## config.mk

```make
export PLATFORM = sky130hd
export DESIGN_NAME = mem_arbiter
export DESIGN_NICKNAME = d
export VERILOG_FILES = /design/src/rtl/mem_arb_pkg.sv /design/src/rtl/mem_arbiter_rr_arb2.sv /design/src/rtl/mem_arbiter.sv
export SDC_FILE = /design/constraint.sdc
export NUM_CORES = 1
export LEC_CHECK = 0
export ABC_AREA = 1
export CAP_MARGIN = 20
export CELL_PAD_IN_SITES_DETAIL_PLACEMENT = 1
export CELL_PAD_IN_SITES_GLOBAL_PLACEMENT = 1
export CORE_AREA = 10 10 81 135
export CTS_CLUSTER_SIZE = 8
export DETAILED_ROUTE_END_ITERATION = 10
export DIE_AREA = 0 0 91 145
export PLACE_DENSITY = 0.93
export SYNTH_ARGS = -nofsm -noshare
export SYNTH_HDL_FRONTEND = slang
export SYNTH_SLANG_ARGS = --single-unit
```

## constraint.sdc

```tcl
create_clock -name clk -period 2.1 [get_ports clk]
set_input_delay 0.21 -clock clk [delete_from_list [all_inputs] [get_ports clk]]
set_output_delay 0.21 -clock clk [all_outputs]
set_load 0.03 [all_outputs]
```

## src/rtl/mem_arb_pkg.sv

```systemverilog
// mem_arb_pkg: shared encodings and width defaults for the data-memory arbiter
package mem_arb_pkg;
    localparam int AW_DEF = 16;
    localparam int DW_DEF = 16;
    typedef enum logic [1:0] {IDLE = 2'd0, CRD = 2'd1, XRD = 2'd2} state_t;
    typedef enum logic {OWN_CPU = 1'b0, OWN_EXT = 1'b1} owner_t;
endpackage

```

## src/rtl/mem_arbiter_rr_arb2.sv

```systemverilog
// rr_arb2: two-request round-robin picker; req[0]=CPU, req[1]=EXT, ties go to the non-last winner
module rr_arb2
    import mem_arb_pkg::*;
(
    input  logic       clk,
    input  logic       rst,
    input  logic [1:0] req,
    output logic [1:0] gnt
);
    owner_t last;
    always_comb begin
        gnt[0] = req[0] & (~req[1] | (last == OWN_EXT));
        gnt[1] = req[1] & (~req[0] | (last == OWN_CPU));
    end
    always_ff @(posedge clk or negedge rst)
        if (!rst) last <= OWN_EXT;
        else if (|gnt) last <= gnt[1] ? OWN_EXT : OWN_CPU;
endmodule

```

## src/rtl/mem_arbiter.sv

```systemverilog
// mem_arbiter: shares one sync-read memory port between CPU and an external requester.
// Define MEM_ARB_WRITE_BUF_EN for a one-entry posted buffer for CPU writes that lose arbitration.
module mem_arbiter
    import mem_arb_pkg::*;
#(
    parameter int AW = AW_DEF,
    parameter int DW = DW_DEF
) (
    input  logic          clk,
    input  logic          rst,
    input  logic          cpu_req,
    input  logic          cpu_we,
    input  logic [AW-1:0] cpu_addr,
    input  logic [DW-1:0] cpu_wdata,
    output logic [DW-1:0] cpu_rdata,
    output logic          cpu_stall,
    input  logic          ext_req,
    input  logic          ext_we,
    input  logic [AW-1:0] ext_addr,
    input  logic [DW-1:0] ext_wdata,
    output logic          ext_gnt,
    output logic          ext_rvalid,
    output logic [DW-1:0] ext_rdata,
    output logic [AW-1:0] mem_addr,
    output logic          mem_we,
    output logic [DW-1:0] mem_wdata,
    input  logic [DW-1:0] mem_rdata
);
    state_t state, state_nxt;
    logic [1:0] req, gnt;
    logic idle, drain, cap, cpu_fwd, fwd, wb_v;
    logic [AW-1:0] wb_a;
    logic [DW-1:0] wb_d, fwd_d;
    assign idle = state == IDLE;
    assign drain = idle & wb_v;
    assign req = {ext_req, cpu_req} & {2{idle & ~wb_v}};
    assign cpu_fwd = drain & cpu_req & ~cpu_we & (cpu_addr == wb_a);
    rr_arb2 u_arb (.clk(clk), .rst(rst), .req(req), .gnt(gnt));
`ifdef MEM_ARB_WRITE_BUF_EN
    assign cap = gnt[1] & cpu_req & cpu_we;
    always_ff @(posedge clk or negedge rst)
        if (!rst) begin
            wb_v  <= 1'b0;
            wb_a  <= '0;
            wb_d  <= '0;
            fwd   <= 1'b0;
            fwd_d <= '0;
        end else begin
            if (drain) wb_v <= 1'b0;
            else if (cap) begin
                wb_v <= 1'b1;
                wb_a <= cpu_addr;
                wb_d <= cpu_wdata;
            end
            fwd   <= cpu_fwd;
            fwd_d <= wb_d;
        end
`else
    assign cap   = 1'b0;
    assign wb_v  = 1'b0;
    assign wb_a  = '0;
    assign wb_d  = '0;
    assign fwd   = 1'b0;
    assign fwd_d = '0;
`endif
    always_comb begin
        state_nxt  = state;
        mem_we     = 1'b0;
        mem_addr   = '0;
        mem_wdata  = '0;
        cpu_stall  = 1'b0;
        cpu_rdata  = '0;
        ext_gnt    = 1'b0;
        ext_rvalid = 1'b0;
        ext_rdata  = '0;
        // outputs are forced quiet while reset is held, whatever the inputs do
        if (rst) begin
            case (state)
                IDLE: begin
                    if (drain) begin
                        mem_we    = 1'b1;
                        mem_addr  = wb_a;
                        mem_wdata = wb_d;
                        cpu_stall = cpu_req;
                        state_nxt = cpu_fwd ? CRD : IDLE;
                    end else begin
                        mem_addr  = gnt[1] ? ext_addr : cpu_addr;
                        mem_wdata = gnt[1] ? ext_wdata : cpu_wdata;
                        mem_we    = gnt[0] ? cpu_we : gnt[1] & ext_we;
                        ext_gnt   = gnt[1];
                        cpu_stall = cpu_req & ~(gnt[0] & cpu_we) & ~cap;
                        state_nxt = (gnt[0] & ~cpu_we) ? CRD : (gnt[1] & ~ext_we) ? XRD : IDLE;
                    end
                end
                CRD: begin
                    cpu_rdata = fwd ? fwd_d : mem_rdata;
                    state_nxt = IDLE;
                end
                XRD: begin
                    ext_rdata  = mem_rdata;
                    ext_rvalid = 1'b1;
                    cpu_stall  = cpu_req;
                    state_nxt  = IDLE;
                end
                default: state_nxt = IDLE;
            endcase
        end
    end
    always_ff @(posedge clk or negedge rst)
        if (!rst) state <= IDLE;
        else state <= state_nxt;
endmodule

```

==> run_1/placement.png <==
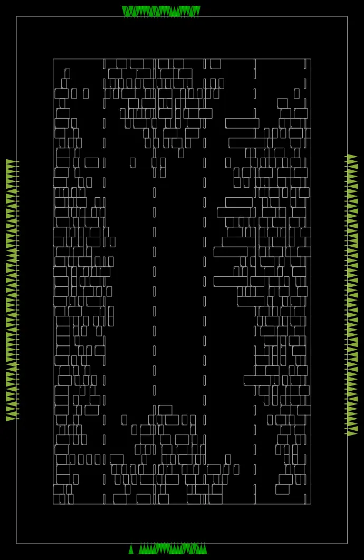
count of fill cells added during filler insertion: 1,175
sequential share of cell area: 2.85%
final standard cell utilization of the core: 30.9%
final instance count without filler cells: 524
number of tap instances: 117

==> run_1/wires.png <==
Scale bar: 20 um.
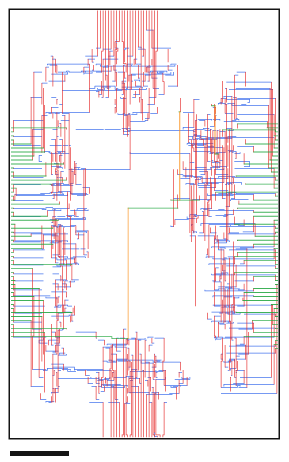
Key: red = metal 2 [wire length 3,690 um]; blue = metal 1 [wire length 2,490 um]; orange = metal 4 [wire length 90.4 um]; green = metal 3 [wire length 805 um]
Overall Global Routing Usage: 10.1%
routed len/inst: 13.5 um
detailed-route wire length: 7070 um
count of vias placed by the detailed router: 2,025

==> run summary, run 1 <==
Summary of the current implementation state.

- The floorplan step defined a die boundary enclosing about 13,000 um^2.
- CTS built an H-tree with a depth of 1.
- The worst setup path is captured at an output pin.
- No sink is reached through more buffers than the 2 on the longest clock path.
- The CTS tree is done, for reference.
- Once placement finished, the instance area stood at roughly 2600 um^2.
- The highest-count logic cell in the final layout is nor2_1, for reference.
- Following the worst setup path forward leads to its endpoint at cpu_stall.
- In the routed design, unresolved DRC markers number 0.
- The half-perimeter wire length of the detailed placement result is between 6000 and 7000 um, for reference.
- The met3 global-route usage is under 10%, for reference.
- The commonest register cell is dfrtp_1.
- The class of the most critical setup path is reg2out, for reference.
- The cell area after synthesis is approximately 1100 um^2, for reference.
- The number of OpenROAD warnings is 26, for reference.
- Counting the buffers created by CTS gives 3.
- The clock transition time at the flip-flop clock pins of the worst setup and hold paths is ~0.030 ns, for reference.
- The highest-delay cell along the critical path is clkdlybuf4s50_1, for reference.
- The transition at the pin with the smallest max-transition slack is roughly 0.55 ns, for reference.
- The detailed route wirelength on metal3 is between 800 and 900 um, for reference.
- The busiest metal layer after global routing is met2, for reference.
- The root buffer selected by CTS is clkbuf_16, for reference.
- The portion of the post-synthesis area used by sequential elements is roughly 7%, for reference.
- The number of global-route vias before repair came to about 2,200.
- The combined buffer and inverter count along the critical path is 1, for reference.
- The finished cells cover 2680 um^2.
- After clock tree synthesis, the repair step resized 0 gates.
- Of the available clock period, the critical path in the final layout requires 93.8%.
- In this run the standard cell core region covers 8670 um^2.
- Detailed-route iteration 0 reported a violation count of 27.
- The met2 usage in global routing is a little under a fifth, for reference.
- Synthesis produced between 200 and 300 cells.
- The layout cell share with drive strength beyond 1 is about a fifth, for reference.
- The count of pins over their slew limit is 0, for reference.
- The tightest hold path in the finished design has a slack of 0.311 ns.
- The largest driver fanout on the critical path is 5, for reference.
- The routability congestion estimate from global placement is between 0.8 and 0.9, for reference.
- The dominant kind of combinational cell is simple AND/OR/NAND/NOR gates, for reference.
- The flow ran to the end, and the final reports show no timing, DRC or antenna violations.
- The cell-mix breakdown from Yosys lists the XOR/XNOR area share as 0%.
- After clock tree synthesis, the flow added hold-fix buffers numbering 0.
- The main area contributors are nor2_1, nand2_1, inv_1.
- As reported, the later end of the worst-skew pair has a clock insertion delay of roughly 0.23 ns.
- The global routing report lists met1 layer usage as between 8 and 9%.
- The most frequently used cell type in the post-synthesis netlist is nor2_1, for reference.
- In the Yosys report the total cell count is 257.
- For this run, asynchronously set or reset flops after synthesis account for 100%.
- The detailed-routing wirelength on met1 is 2490 um, for reference.
- The endpoint identified for the worst register-to-register timing path is state[1]$_DFFE_PN0P_.
- In this design, the stage delay of the slowest critical-path cell is ~0.69 ns.
==> run_1/io_placement.png <==
Pins as bars across the die edge, other pins in grey.
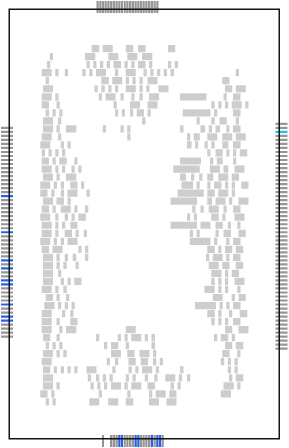
Key: blue = `ext_wdata` [pins 16, direction input, edge 9 left, 7 bottom]; cyan = `cpu_req` [pins 1, direction input, edge right]
All pins by edge: 57 right, 53 left, 23 top, 21 bottom.
height of the chip: 145 um
Port Buffer Count: 153
Chip Width: 91 um

==> run_1/io_fan.png <==
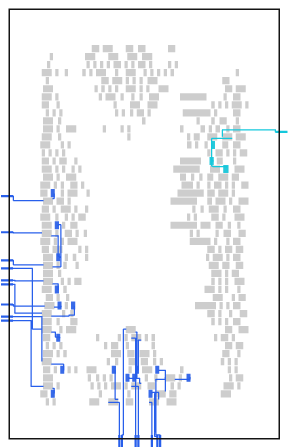
Key: cyan = `cpu_req` [bits 1, direction input, end cells 3, buffers 1, wire 44.3 um]; blue = `ext_wdata` [bits 16, direction input, end cells 16, buffers 16, wire 455 um]
ports placed on the boundary: 154

## run 1: power by group
| group | internal [uW] | switching [uW] |
|---|---|---|
| clock network | 251 | 54.5 |
| registers | 79.2 | 10.7 |
| logic | 453 | 669 |
## run 1: registers in the layout (all words and copies together) (netlist names)
name	count
state	2
u_arb.last	1
## run 1: cell type report
| cell class | count | area [um^2] |
|---|---|---|
| fill | 1175 | 5990 |
| timing repair buffer | 158 | 1440 |
| multi-input combinational | 185 | 727 |
| inverter | 57 | 214 |
| tap | 117 | 146 |
| clock buffer | 4 | 78.8 |
| sequential | 3 | 76.3 |
## Run 2: what changed since run 1
- SKIP_LAST_GASP: not set -> 1
==> run_2/placement.png <==
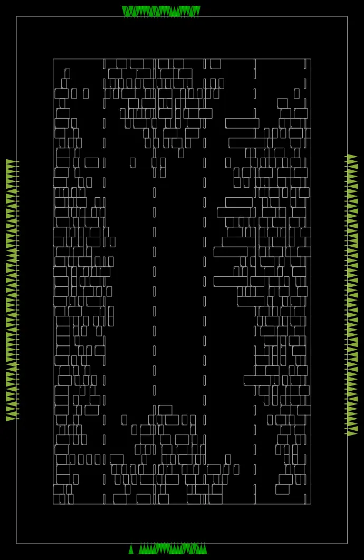
placeable core area: 8670 um^2
number of flip-flops and latches: 3
number of placement rows: 45

==> run_2/clk_routes.png <==
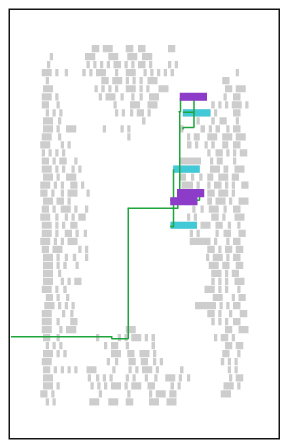
Key: purple = clock drivers [count 3]; cyan = flip-flops [count 3]; green = clock wires [length 198 um]
There are 4 routed clock nets.
clock latency at the later pin of the worst-skew pair: 0.23 ns
relative contribution of the clock network to total power: 20.1%
clock distribution power: 305 uW
largest clock skew in the final design: 0.000614 ns

==> run_2/io_fan.png <==
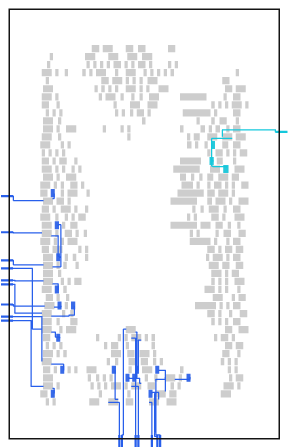
Key: blue = `ext_wdata` [bits 16, direction input, end cells 16, buffers 16, wire 455 um]; cyan = `cpu_req` [bits 1, direction input, end cells 3, buffers 1, wire 44.3 um]

==> run 2 against run 1 <==
Net effect:
- non-clock buffer count is the same
- combinational power is essentially flat
- fmax is the same
- cell count is the same
- via count is the same
- core utilization is the same
==> run summary, run 2 <==
Summary of the current implementation state.

- The portion of the post-synthesis area used by sequential elements is 6.99% (unchanged), for reference.
- The run finished with clean final reports.
- The most frequently used cell type in the post-synthesis netlist is nor2_1, for reference.
- The cell area after synthesis is 1090 um^2 (unchanged), for reference.
- The overall fraction of global-route tracks in use came to 10.1% (unchanged).
- The multi-input logic area is 727 um^2 (unchanged).
- The transition at the pin with the smallest max-transition slack is 0.555 ns (unchanged), for reference.
- The register ranked first by flip-flop count is state, for reference.
- The residual DRC count was 0 (unchanged).
- For reference, the most critical setup path is categorized as reg2out.
- The routed wire length per instance is 13.5 um (unchanged), for reference.
- The cts-stage hold buffer count is 0 (unchanged), for reference.
- The overall chip area was 13,200 um^2 (unchanged).
- The number of logic gates came to 185 (unchanged).
- The number of clock buffers in the layout is 4 (unchanged), for reference.
- Leaving out fill and tap cells, the most frequent cell in the layout is nor2_1.
- The detailed router's first-iteration violation count is 27 (unchanged).
- The number of buffers added by the clock tree synthesis step is 3 (unchanged), for reference.
- The detailed route wirelength on metal3 is 804 um (unchanged), for reference.
- The number of flip-flops in the largest register is 2 (unchanged), for reference.
- The proportion of cell area spent on the clock network is 2.94% (unchanged).
- The clock transition time at the flip-flop clock pins of the worst setup and hold paths is 0.03 ns (about the same).
- The number of fillers in the final layout came to 1,175 (unchanged).
- The chip width is 91 um (unchanged), for reference.
- The largest driver fanout on the critical path is 5 (unchanged), for reference.
- The count of inserted tapcells is 117 (unchanged), for reference.
- The share of final layout cell area taken by non-clock buffers was 53.7% (unchanged).
- The fraction of standard cell area that is sequential is 2.85% (unchanged).
- The worst reg2reg path endpoint is state[1]$_DFFE_PN0P_, for reference.
- The largest registers in the layout are state: 2 flops, u_arb.last: 1 flops.
- The sequential cell area in the final layout is 76.3 um^2 (unchanged), for reference.
- The maximum count of clock buffers along a single path is 2 (unchanged).
- The worst stage delay on the critical path was 0.69 ns (about the same).
- TritonCTS built the clock tree.
- The number of OpenROAD warnings is 26 (unchanged), for reference.
- The most used flip-flop cell after synthesis is dfrtp_1.
- The layout buffer count excluding clock buffers is 158 (unchanged), for reference.
- The routability congestion estimate from global placement is 0.816 (unchanged), for reference.
-- run 2: cell counts after synthesis --
Identical to the previous run, type by type.
-- run 2: stage by stage --
step           area (um^2)  power (uW)  worst slack, ns  std cells
3_5_place_dp          2600        1240            0.193        520
5_1_grt               2680        1640           0.0279        524
4_1_cts               2680        1550            0.109        524
3_3_place_gp          2600        1200            0.220        520
6_report              2680        1520            0.130        524
2_1_floorplan         1090         737            0.462        257
-- run 2: where the power goes --
part / total, uW / leakage [uW] / internal [uW] / switching, uW
clock: 305 / 0.0000382 / 251 / 54.5
combinational: 1120 / 0.00148 / 453 / 669
sequential: 89.9 / 0.0000374 / 79.2 / 10.7
-- run 2: per-layer routing --
metal	track usage, %	up-vias
li1	-	1016
met3	5.26	6
met5	0	-
met2	19.1	115
met4	3.07	0
met1	8.85	888
Power is estimated from default activity; no workload was simulated.
